==> config.mk <==
export PLATFORM = sky130hd
export DESIGN_NAME = ahb_arbiter_flat
export DESIGN_NICKNAME = d
export VERILOG_FILES = /design/src/rtl/ahb_arbiter_if.sv /design/src/rtl/ahb_arbiter.sv /design/src/flat_wrapper.sv
export SDC_FILE = /design/constraint.sdc
export NUM_CORES = 1
export LEC_CHECK = 0
export CORE_MARGIN = 2
export CORE_UTILIZATION = 54
export CTS_BUF_LIST = sky130_fd_sc_hd__clkbuf_2 sky130_fd_sc_hd__clkbuf_4 sky130_fd_sc_hd__clkbuf_8
export DETAILED_ROUTE_END_ITERATION = 8
export PLACE_DENSITY = 0.88
export RECOVER_POWER = 50
export SLEW_MARGIN = 25
export SYNTH_ARGS = -nofsm -noshare
export SYNTH_HDL_FRONTEND = slang
export SYNTH_SLANG_ARGS = --single-unit
export TNS_END_PERCENT = 50
==> constraint.sdc <==
create_clock -name HCLK -period 3.15 [get_ports HCLK]
set_input_delay 0.63 -clock HCLK [delete_from_list [all_inputs] [get_ports HCLK]]
set_output_delay 0.63 -clock HCLK [all_outputs]
set_load 0.01 [all_outputs]
==> src/rtl/ahb_arbiter_if.sv <==
// Arbitration-side view of the AHB-Lite bus: master requests/locks, the muxed
// transfer info of the current owner, and the arbiter's grant/ownership outputs.
interface ahb_arbiter_if #(
  parameter int NUM_MASTERS = 4,
  parameter int MW          = 2
);
  // A cycle is "accepted" when HREADY is 1 at the rising edge; every arbiter
  // register advances only on accepted cycles and holds otherwise.
  logic [NUM_MASTERS-1:0] HBUSREQ;
  logic [NUM_MASTERS-1:0] HLOCK;
  logic [1:0]             HTRANS;
  logic [2:0]             HBURST;
  logic                   HREADY;
  logic [NUM_MASTERS-1:0] HGRANT;
  logic [MW-1:0]          HMASTER;
  logic [MW-1:0]          HMASTER_D;
  logic                   HMASTLOCK;

  modport slave (
    input  HBUSREQ, HLOCK, HTRANS, HBURST, HREADY,
    output HGRANT, HMASTER, HMASTER_D, HMASTLOCK
  );

  modport master (
    output HBUSREQ, HLOCK, HTRANS, HBURST, HREADY,
    input  HGRANT, HMASTER, HMASTER_D, HMASTLOCK
  );
endinterface

==> src/rtl/ahb_arbiter.sv <==
// Round-robin AHB-Lite arbiter: one-hot grant, address/data-phase owner tracking,
// and burst/lock protection against handover.
module ahb_arbiter #(
  parameter int NUM_MASTERS    = 4,
  parameter int MW             = 2,
  parameter int DEFAULT_MASTER = 0
) (
  input  logic          HCLK,
  input  logic          HRESETn,
  ahb_arbiter_if.slave  bus,
  output logic [1:0]    dbg_state_o,
  output logic [3:0]    dbg_burst_rem_o
);

  typedef enum logic [1:0] {
    ST_DEFAULT = 2'd0,
    ST_GRANTED = 2'd1,
    ST_BURST   = 2'd2,
    ST_LOCKED  = 2'd3
  } state_e;

  localparam logic [MW-1:0] DEF_IDX = MW'(DEFAULT_MASTER);

  localparam logic [1:0] TR_IDLE   = 2'b00;
  localparam logic [1:0] TR_NONSEQ = 2'b10;
  localparam logic [1:0] TR_SEQ    = 2'b11;

  function automatic logic [NUM_MASTERS-1:0] onehot(input logic [MW-1:0] idx);
    logic [NUM_MASTERS-1:0] v;
    v      = '0;
    v[idx] = 1'b1;
    return v;
  endfunction

  state_e                 state_q, state_d;
  logic [MW-1:0]          owner_q, owner_d;
  logic [NUM_MASTERS-1:0] grant_q, grant_d;
  logic [MW-1:0]          mast_q, mast_d;
  logic [MW-1:0]          mast_dp_q, mast_dp_d;
  logic                   mastlock_q, mastlock_d;
  logic [3:0]             rem_q, rem_d;

  logic                   owner_lock;
  logic                   arb_point;
  logic                   found;
  logic [MW-1:0]          next_owner;
  logic [MW-1:0]          cand;

  always_ff @(posedge HCLK or negedge HRESETn) begin
    if (!HRESETn) begin
      state_q    <= ST_DEFAULT;
      owner_q    <= DEF_IDX;
      grant_q    <= onehot(DEF_IDX);
      mast_q     <= DEF_IDX;
      mast_dp_q  <= DEF_IDX;
      mastlock_q <= 1'b0;
      rem_q      <= 4'd0;
    end else begin
      state_q    <= state_d;
      owner_q    <= owner_d;
      grant_q    <= grant_d;
      mast_q     <= mast_d;
      mast_dp_q  <= mast_dp_d;
      mastlock_q <= mastlock_d;
      rem_q      <= rem_d;
    end
  end

  always_comb begin
    state_d    = state_q;
    owner_d    = owner_q;
    mast_d     = mast_q;
    mast_dp_d  = mast_dp_q;
    mastlock_d = mastlock_q;
    rem_d      = rem_q;
    found      = 1'b0;
    next_owner = DEF_IDX;
    cand       = '0;

    owner_lock = bus.HLOCK[owner_q];
    arb_point  = bus.HREADY && (rem_q == 4'd0) && !owner_lock;

    // Search owner+1 .. owner+N so the current owner is considered last.
    for (int k = 1; k <= NUM_MASTERS; k++) begin
      cand = MW'((int'(owner_q) + k) % NUM_MASTERS);
      if (!found && bus.HBUSREQ[cand]) begin
        found      = 1'b1;
        next_owner = cand;
      end
    end

    if (bus.HREADY) begin
      mast_dp_d  = mast_q;
      mast_d     = owner_q;
      mastlock_d = owner_lock;

      case (bus.HTRANS)
        TR_NONSEQ: begin
          case (bus.HBURST)
            3'd2, 3'd3: rem_d = 4'd3;
            3'd4, 3'd5: rem_d = 4'd7;
            3'd6, 3'd7: rem_d = 4'd15;
            default:    rem_d = 4'd0;
          endcase
        end
        TR_SEQ:  rem_d = (rem_q == 4'd0) ? 4'd0 : rem_q - 4'd1;
        TR_IDLE: rem_d = 4'd0;
        default: rem_d = rem_q;
      endcase

      if (arb_point) begin
        owner_d = found ? next_owner : DEF_IDX;
      end

      if (arb_point && !found) begin
        state_d = ST_DEFAULT;
      end else if (rem_d != 4'd0) begin
        state_d = ST_BURST;
      end else if (!arb_point && owner_lock) begin
        state_d = ST_LOCKED;
      end else begin
        state_d = ST_GRANTED;
      end
    end

    grant_d = onehot(owner_d);
  end

  assign bus.HGRANT    = grant_q;
  assign bus.HMASTER   = mast_q;
  assign bus.HMASTER_D = mast_dp_q;
  assign bus.HMASTLOCK = mastlock_q;

  assign dbg_state_o     = state_q;
  assign dbg_burst_rem_o = rem_q;

endmodule

==> src/flat_wrapper.sv <==
// flat-port wrapper written by rule: the top's interface ports become plain ports
module ahb_arbiter_flat 
#(
  parameter int NUM_MASTERS    = 4,
  parameter int MW             = 2,
  parameter int DEFAULT_MASTER = 0
)
  (HCLK, HRESETn, dbg_state_o, dbg_burst_rem_o, bus_HBUSREQ, bus_HLOCK, bus_HTRANS, bus_HBURST, bus_HREADY, bus_HGRANT, bus_HMASTER, bus_HMASTER_D, bus_HMASTLOCK);
  ahb_arbiter_if #(.NUM_MASTERS(NUM_MASTERS), .MW(MW)) bus_i ();
  input  logic HCLK;
  input  logic HRESETn;
  output logic [1:0] dbg_state_o;
  output logic [3:0] dbg_burst_rem_o;
  input wire logic [$bits(bus_i.HBUSREQ)-1:0] bus_HBUSREQ;
  input wire logic [$bits(bus_i.HLOCK)-1:0] bus_HLOCK;
  input wire logic [$bits(bus_i.HTRANS)-1:0] bus_HTRANS;
  input wire logic [$bits(bus_i.HBURST)-1:0] bus_HBURST;
  input wire logic [$bits(bus_i.HREADY)-1:0] bus_HREADY;
  output wire logic [$bits(bus_i.HGRANT)-1:0] bus_HGRANT;
  output wire logic [$bits(bus_i.HMASTER)-1:0] bus_HMASTER;
  output wire logic [$bits(bus_i.HMASTER_D)-1:0] bus_HMASTER_D;
  output wire logic [$bits(bus_i.HMASTLOCK)-1:0] bus_HMASTLOCK;
  assign bus_i.HBUSREQ = bus_HBUSREQ;
  assign bus_i.HLOCK = bus_HLOCK;
  assign bus_i.HTRANS = bus_HTRANS;
  assign bus_i.HBURST = bus_HBURST;
  assign bus_i.HREADY = bus_HREADY;
  assign bus_HGRANT = bus_i.HGRANT;
  assign bus_HMASTER = bus_i.HMASTER;
  assign bus_HMASTER_D = bus_i.HMASTER_D;
  assign bus_HMASTLOCK = bus_i.HMASTLOCK;
  ahb_arbiter #(.NUM_MASTERS(NUM_MASTERS), .MW(MW), .DEFAULT_MASTER(DEFAULT_MASTER)) u_core (.HCLK(HCLK), .HRESETn(HRESETn), .bus(bus_i), .dbg_state_o(dbg_state_o), .dbg_burst_rem_o(dbg_burst_rem_o));
endmodule
Fig. 1: run 1, signal wires on met1
Scale bar: 20 µm. Cells faint in the background.
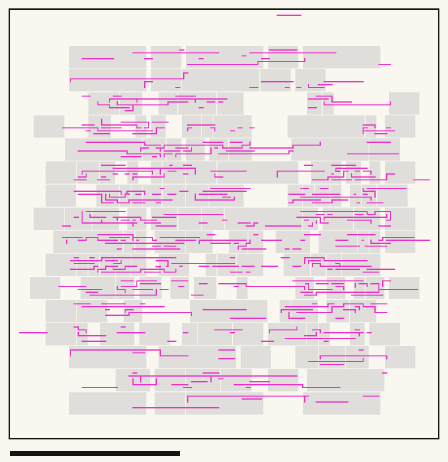
share of all routed wire = 44%
wire length on this layer = 995 µm

Fig. 2: run 1, M2 wires
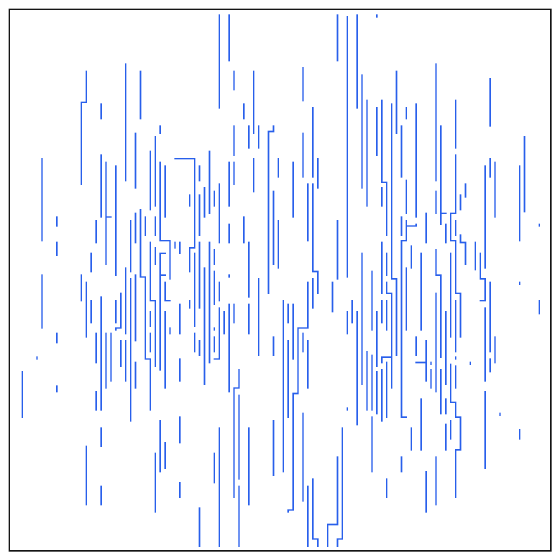
wire length on this layer = 1150 µm
longest straight run = 24.3 µm
main direction = vertical

==> results.ini, run 1 <==
[finish]
areaGrowthSynthToFinish_pct = 26.85
drive_gt1_share_pct = 11.33
stdcell_area_um2 = 1478
logic_area_um2 = 665.6
final_core_util_pct = 73.81

[setup_path]
ff2ff_path_depth = 7
reg2reg_slack_ns = 1.16
critPathMaxFanout = 10
path_cells = clkdlybuf4s50_1 > or3_1 > a221o_1 > a21oi_2 > nor2b_2 > or2_1
crit_start = bus_HBUSREQ[1]
cp.depth = 6
crit_path_start_kind = primary input
cp.required_ns = 3.32

[worst_hold_path]
holdPathEnd = u_core.bus.HMASTER_D[1]

[synthesis]
syn_area_per_cell_um2 = 9.319
synth_area_um2 = 1165
ys_area_um2 = 1165
yosys.area.top_type = dfrtp_1
edf_count = 0
synth_top_area_share_pct = 34.37
yosys_warnings = 0
yosys_cells = 125
synth_cells = 125

[timing]
timing.final.hold_violations = 0
fin_hold_ws_ns = 0.4923
finClkSkew_ns = 0.004401
layout_min_cycle_time_ns = 2.225

[cts]
cts-root-buf = clkbuf_4
htree_levels = 1
cts_buffer_depth = 2
clkLatencyLatePin_ns = 0.28
cts_buffers = 3
cts.clk_slew.worst_paths_ns = 0.10
cts_setup_buffers = 0

[global_routing]
grt_util_met1_pct = 23.95
antenna_found_initial = 0
grt_pass1_wl_mm = 4.008
use_met3_pct = 2.083
grt_pass1_vias = 961

[floorplanning]
rows = 16
io_pins = 31
die_area_um2 = 2545

[placed_design]
place_area_um2 = 1450
preCtsSetupSlack_ns = 0.6314
port_buffers = 29

[detailed_routing]
first_pass_iters = 4
wl_met1_um = 994
ant_nets = 0

[power]
p_leak_nw = 0.6249

[run_status]
status = finished clean

Fig. 3: run 1, signal wires on met3
Scale bar: 20 µm.
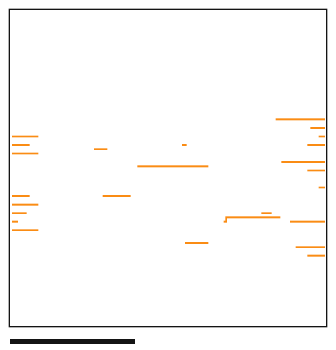
share of all routed wire = 4.0%
longest straight run = 11.0 µm
wire length on this layer = 89.9 µm
routed vias: 1047
Routed WL: 2.246 mm

-- run 1: report_power, final --
group / leakage, nW / total, mW / switching (mW) / internal, mW
Combinational: 0.403 / 0.436 / 0.180 / 0.256
Sequential: 0.204 / 0.370 / 0.0790 / 0.291
Clock: 0.0177 / 0.109 / 0.0625 / 0.0470
-- run 1: area by class of cell --
| class | count | share of cell area (%) |
|---|---|---|
| clock buffer | 3 | 1.524 |
| clock inverter | 1 | 0.3387 |
| inverter | 7 | 1.778 |
| multi-input combinational | 92 | 45.05 |
| sequential | 17 | 28.87 |
| tap | 27 | 2.286 |
| timing repair buffer | 30 | 20.15 |
==> run 2: changes to the inputs <==
- CORE_UTILIZATION: 54 -> 45
- PLACE_DENSITY: 0.88 -> 0.78
- clock period: 3.15 -> 1.9 ns (I/O delays scaled with it)
Fig. 4: run 2, signal wires on met3
Scale bar: 20 µm.
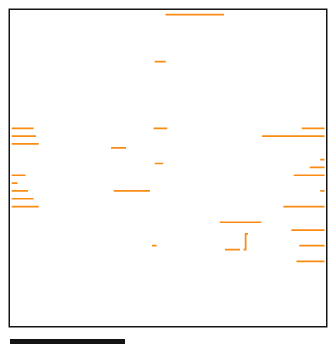
longest straight run = 10.5 µm
main direction = horizontal

Fig. 5: run 2, drive-strength map
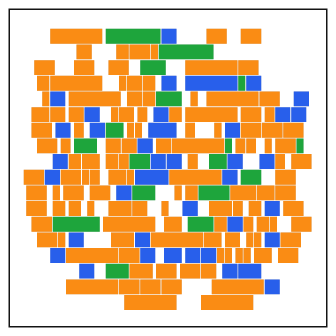
drive 3 to 4 -> blue  # cells 39, share 22%
drive 2 -> green  # cells 17, share 9.4%
drive 1 or less -> orange  # cells 124, share 69%

==> run 2 against run 1 <==
Effect of this change:
- global-route usage increased by 0.60 points
- combinational power rose by 120%
- synthesized cell count is the same
- sequential power rose by 58%
- clock skew is 0.0029 ns higher
- via count is 13% higher
- final cell count grew 19%
- total power increased by 94%
- first-iteration DRC count is 15% lower
- count of clock-buffer cells in the layout grew 1
- critical path depth did not move
- critical path type unchanged
- critical endpoint unchanged
- largest cell class unchanged
==> results.ini, run 2 <==
[synthesis]
yosys_cells = 125  ; unchanged
synth_top_area_share_pct = 34.37  ; unchanged
flop_cell = dfrtp_1  ; unchanged
topCombFamilyByArea = AND-OR/OR-AND gates  ; unchanged
yosys_warnings = 0  ; unchanged
area_leaders = dfrtp_1 (34%), nand2_1 (2.9%), nor2_1 (2.9%)  ; unchanged
yosys.area.top_type = dfrtp_1  ; unchanged
edf_count = 0  ; unchanged
ys_area_um2 = 1165  ; unchanged
synth_cells = 125  ; unchanged
synth.distinct_cells = 50  ; unchanged
syn_area_per_cell_um2 = 9.319  ; unchanged
syn-num-nets = 143  ; unchanged
synth_area_um2 = 1165  ; unchanged
yosysSeqAreaShare_pct = 36.63  ; unchanged

[timing]
finalSetupViolations = 0  ; unchanged
finClkSkew_ns = 0.007316  ; was 0.004401 ns
timing.final.hold_violations = 0  ; unchanged
fin_hold_ws_ns = 0.4032  ; was 0.4923 ns
slew_headroom_pct = 59.55  ; was 50.25%
layout_min_cycle_time_ns = 1.848
drv_slew = 0  ; unchanged

[cts]
cts_buffer_depth = 2  ; unchanged
cts-root-buf = clkbuf_4  ; unchanged
clkLatencyLatePin_ns = 0.30  ; was 0.28 ns
cts_buffers = 3  ; unchanged
cts_tree = done  ; unchanged
htree_levels = 1  ; unchanged
cts_setup_buffers = 2  ; was 0
cts.clk_slew.worst_paths_ns = 0.09  ; was 0.10 ns
cts.repair.resized = 4  ; was 0

[placed_design]
port_buffers = 29  ; unchanged
dpl.hpwl_mm = 2.258  ; was 1.770 mm
place_area_um2 = 1664  ; was 1450 µm²
preCtsSetupSlack_ns = -0.2654  ; was 0.6314 ns

[floorplanning]
fp_util_pct = 47.45  ; was 58.19%
io_pins = 31  ; unchanged
die_area_um2 = 3012  ; was 2545 µm²
rows = 18  ; was 16

[finish]
final_core_util_pct = 71.51  ; was 73.81%
stdcell_area_um2 = 1755  ; was 1478 µm²
areaGrowthSynthToFinish_pct = 50.70  ; was 26.85%
drive_gt1_share_pct = 31.11  ; was 11.33%

[setup_path]
crit_start = bus_HLOCK[0]  ; was bus_HBUSREQ[1]
cp.required_ns = 2.08  ; was 3.32 ns
cp-end-kind = register  ; unchanged
path_buffers = 1  ; unchanged
crit_path_start_kind = primary input  ; unchanged
reg2reg_slack_ns = 0.06  ; was 1.16 ns
path_cells = clkdlybuf4s50_1 > or3_1 > a221o_1 > a21oi_4 > nor2b_4 > or2_1  ; was clkdlybuf4s50_1 > or3_1 > a221o_1 > a21oi_2 > nor2b_2 > or2_1
ff2ff_path_depth = 7  ; unchanged
critPathMaxFanout = 4  ; was 10

[global_routing]
grt_pass1_wl_mm = 4.519  ; was 4.008 mm
use_met3_pct = 1.639  ; was 2.083%
grt_pass1_vias = 1130  ; was 961
grt_util_met1_pct = 22.91  ; was 23.95%
antenna_found_initial = 0  ; unchanged

[detailed_routing]
first_pass_iters = 4  ; unchanged
ant_nets = 0  ; unchanged
met3WireLength_um = 103  ; was 89 µm
wl_met1_mm = 1.186  ; was 994 µm
via_per_inst = 5.633  ; was 5.915

[power]
p_leak_nw = 0.7723  ; was 0.6249 nW
max-vdd-ir-drop_mv = 0.7063  ; was 0.4201 mV

[run_status]
status = finished clean  ; unchanged

Fig. 6: run 2, M2 wires
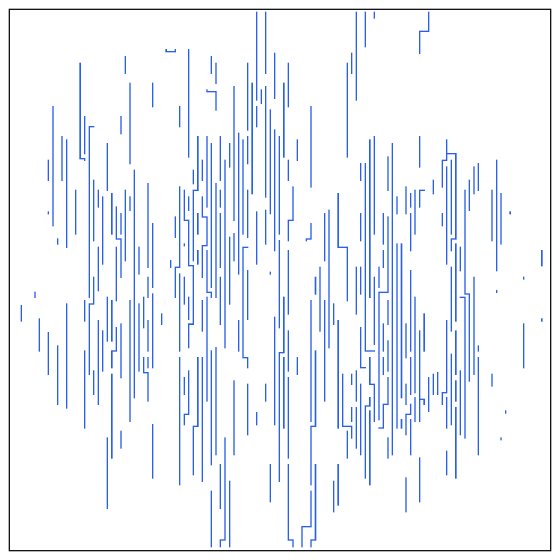
wire length on this layer = 1540 µm
share of all routed wire = 53%
nets with wire on the layer = 184
longest straight run = 31.6 µm
main direction = vertical
routed vias: 1183
GRT met2 Usage: 39.48%
Routed WL: 2.884 mm

==> run 2: report_power, final <==
group          switching [mW]  internal, mW
registers              0.0973         0.486
logic                   0.406         0.574
clock network           0.114        0.0961
total                   0.617          1.16
==> run 2: cell type report <==
cell class,instances,area [µm²]
multi-input cells,92,714.4
well taps,30,37.54
inverters,7,26.28
repair buffers,60,519.2
flip-flops and latches,17,427.9
fillers,191,699.4
clock buffers,4,30.03
==> run 2: how the worst max path moves through the flow <==
stage / end / slack (ns) / cells past startpoint
floorplan: u_core.owner_q[0] / 0.04 / 7
global placement: u_core.owner_q[0] / -0.22 / 6
detailed placement: u_core.owner_q[0] / -0.27 / 6
CTS: u_core.owner_q[0] / 0.01 / 7
global route: u_core.owner_q[0] / -0.00005 / 7
finish: u_core.owner_q[0] / 0.05 / 6
Power is estimated from default activity; no workload was simulated.
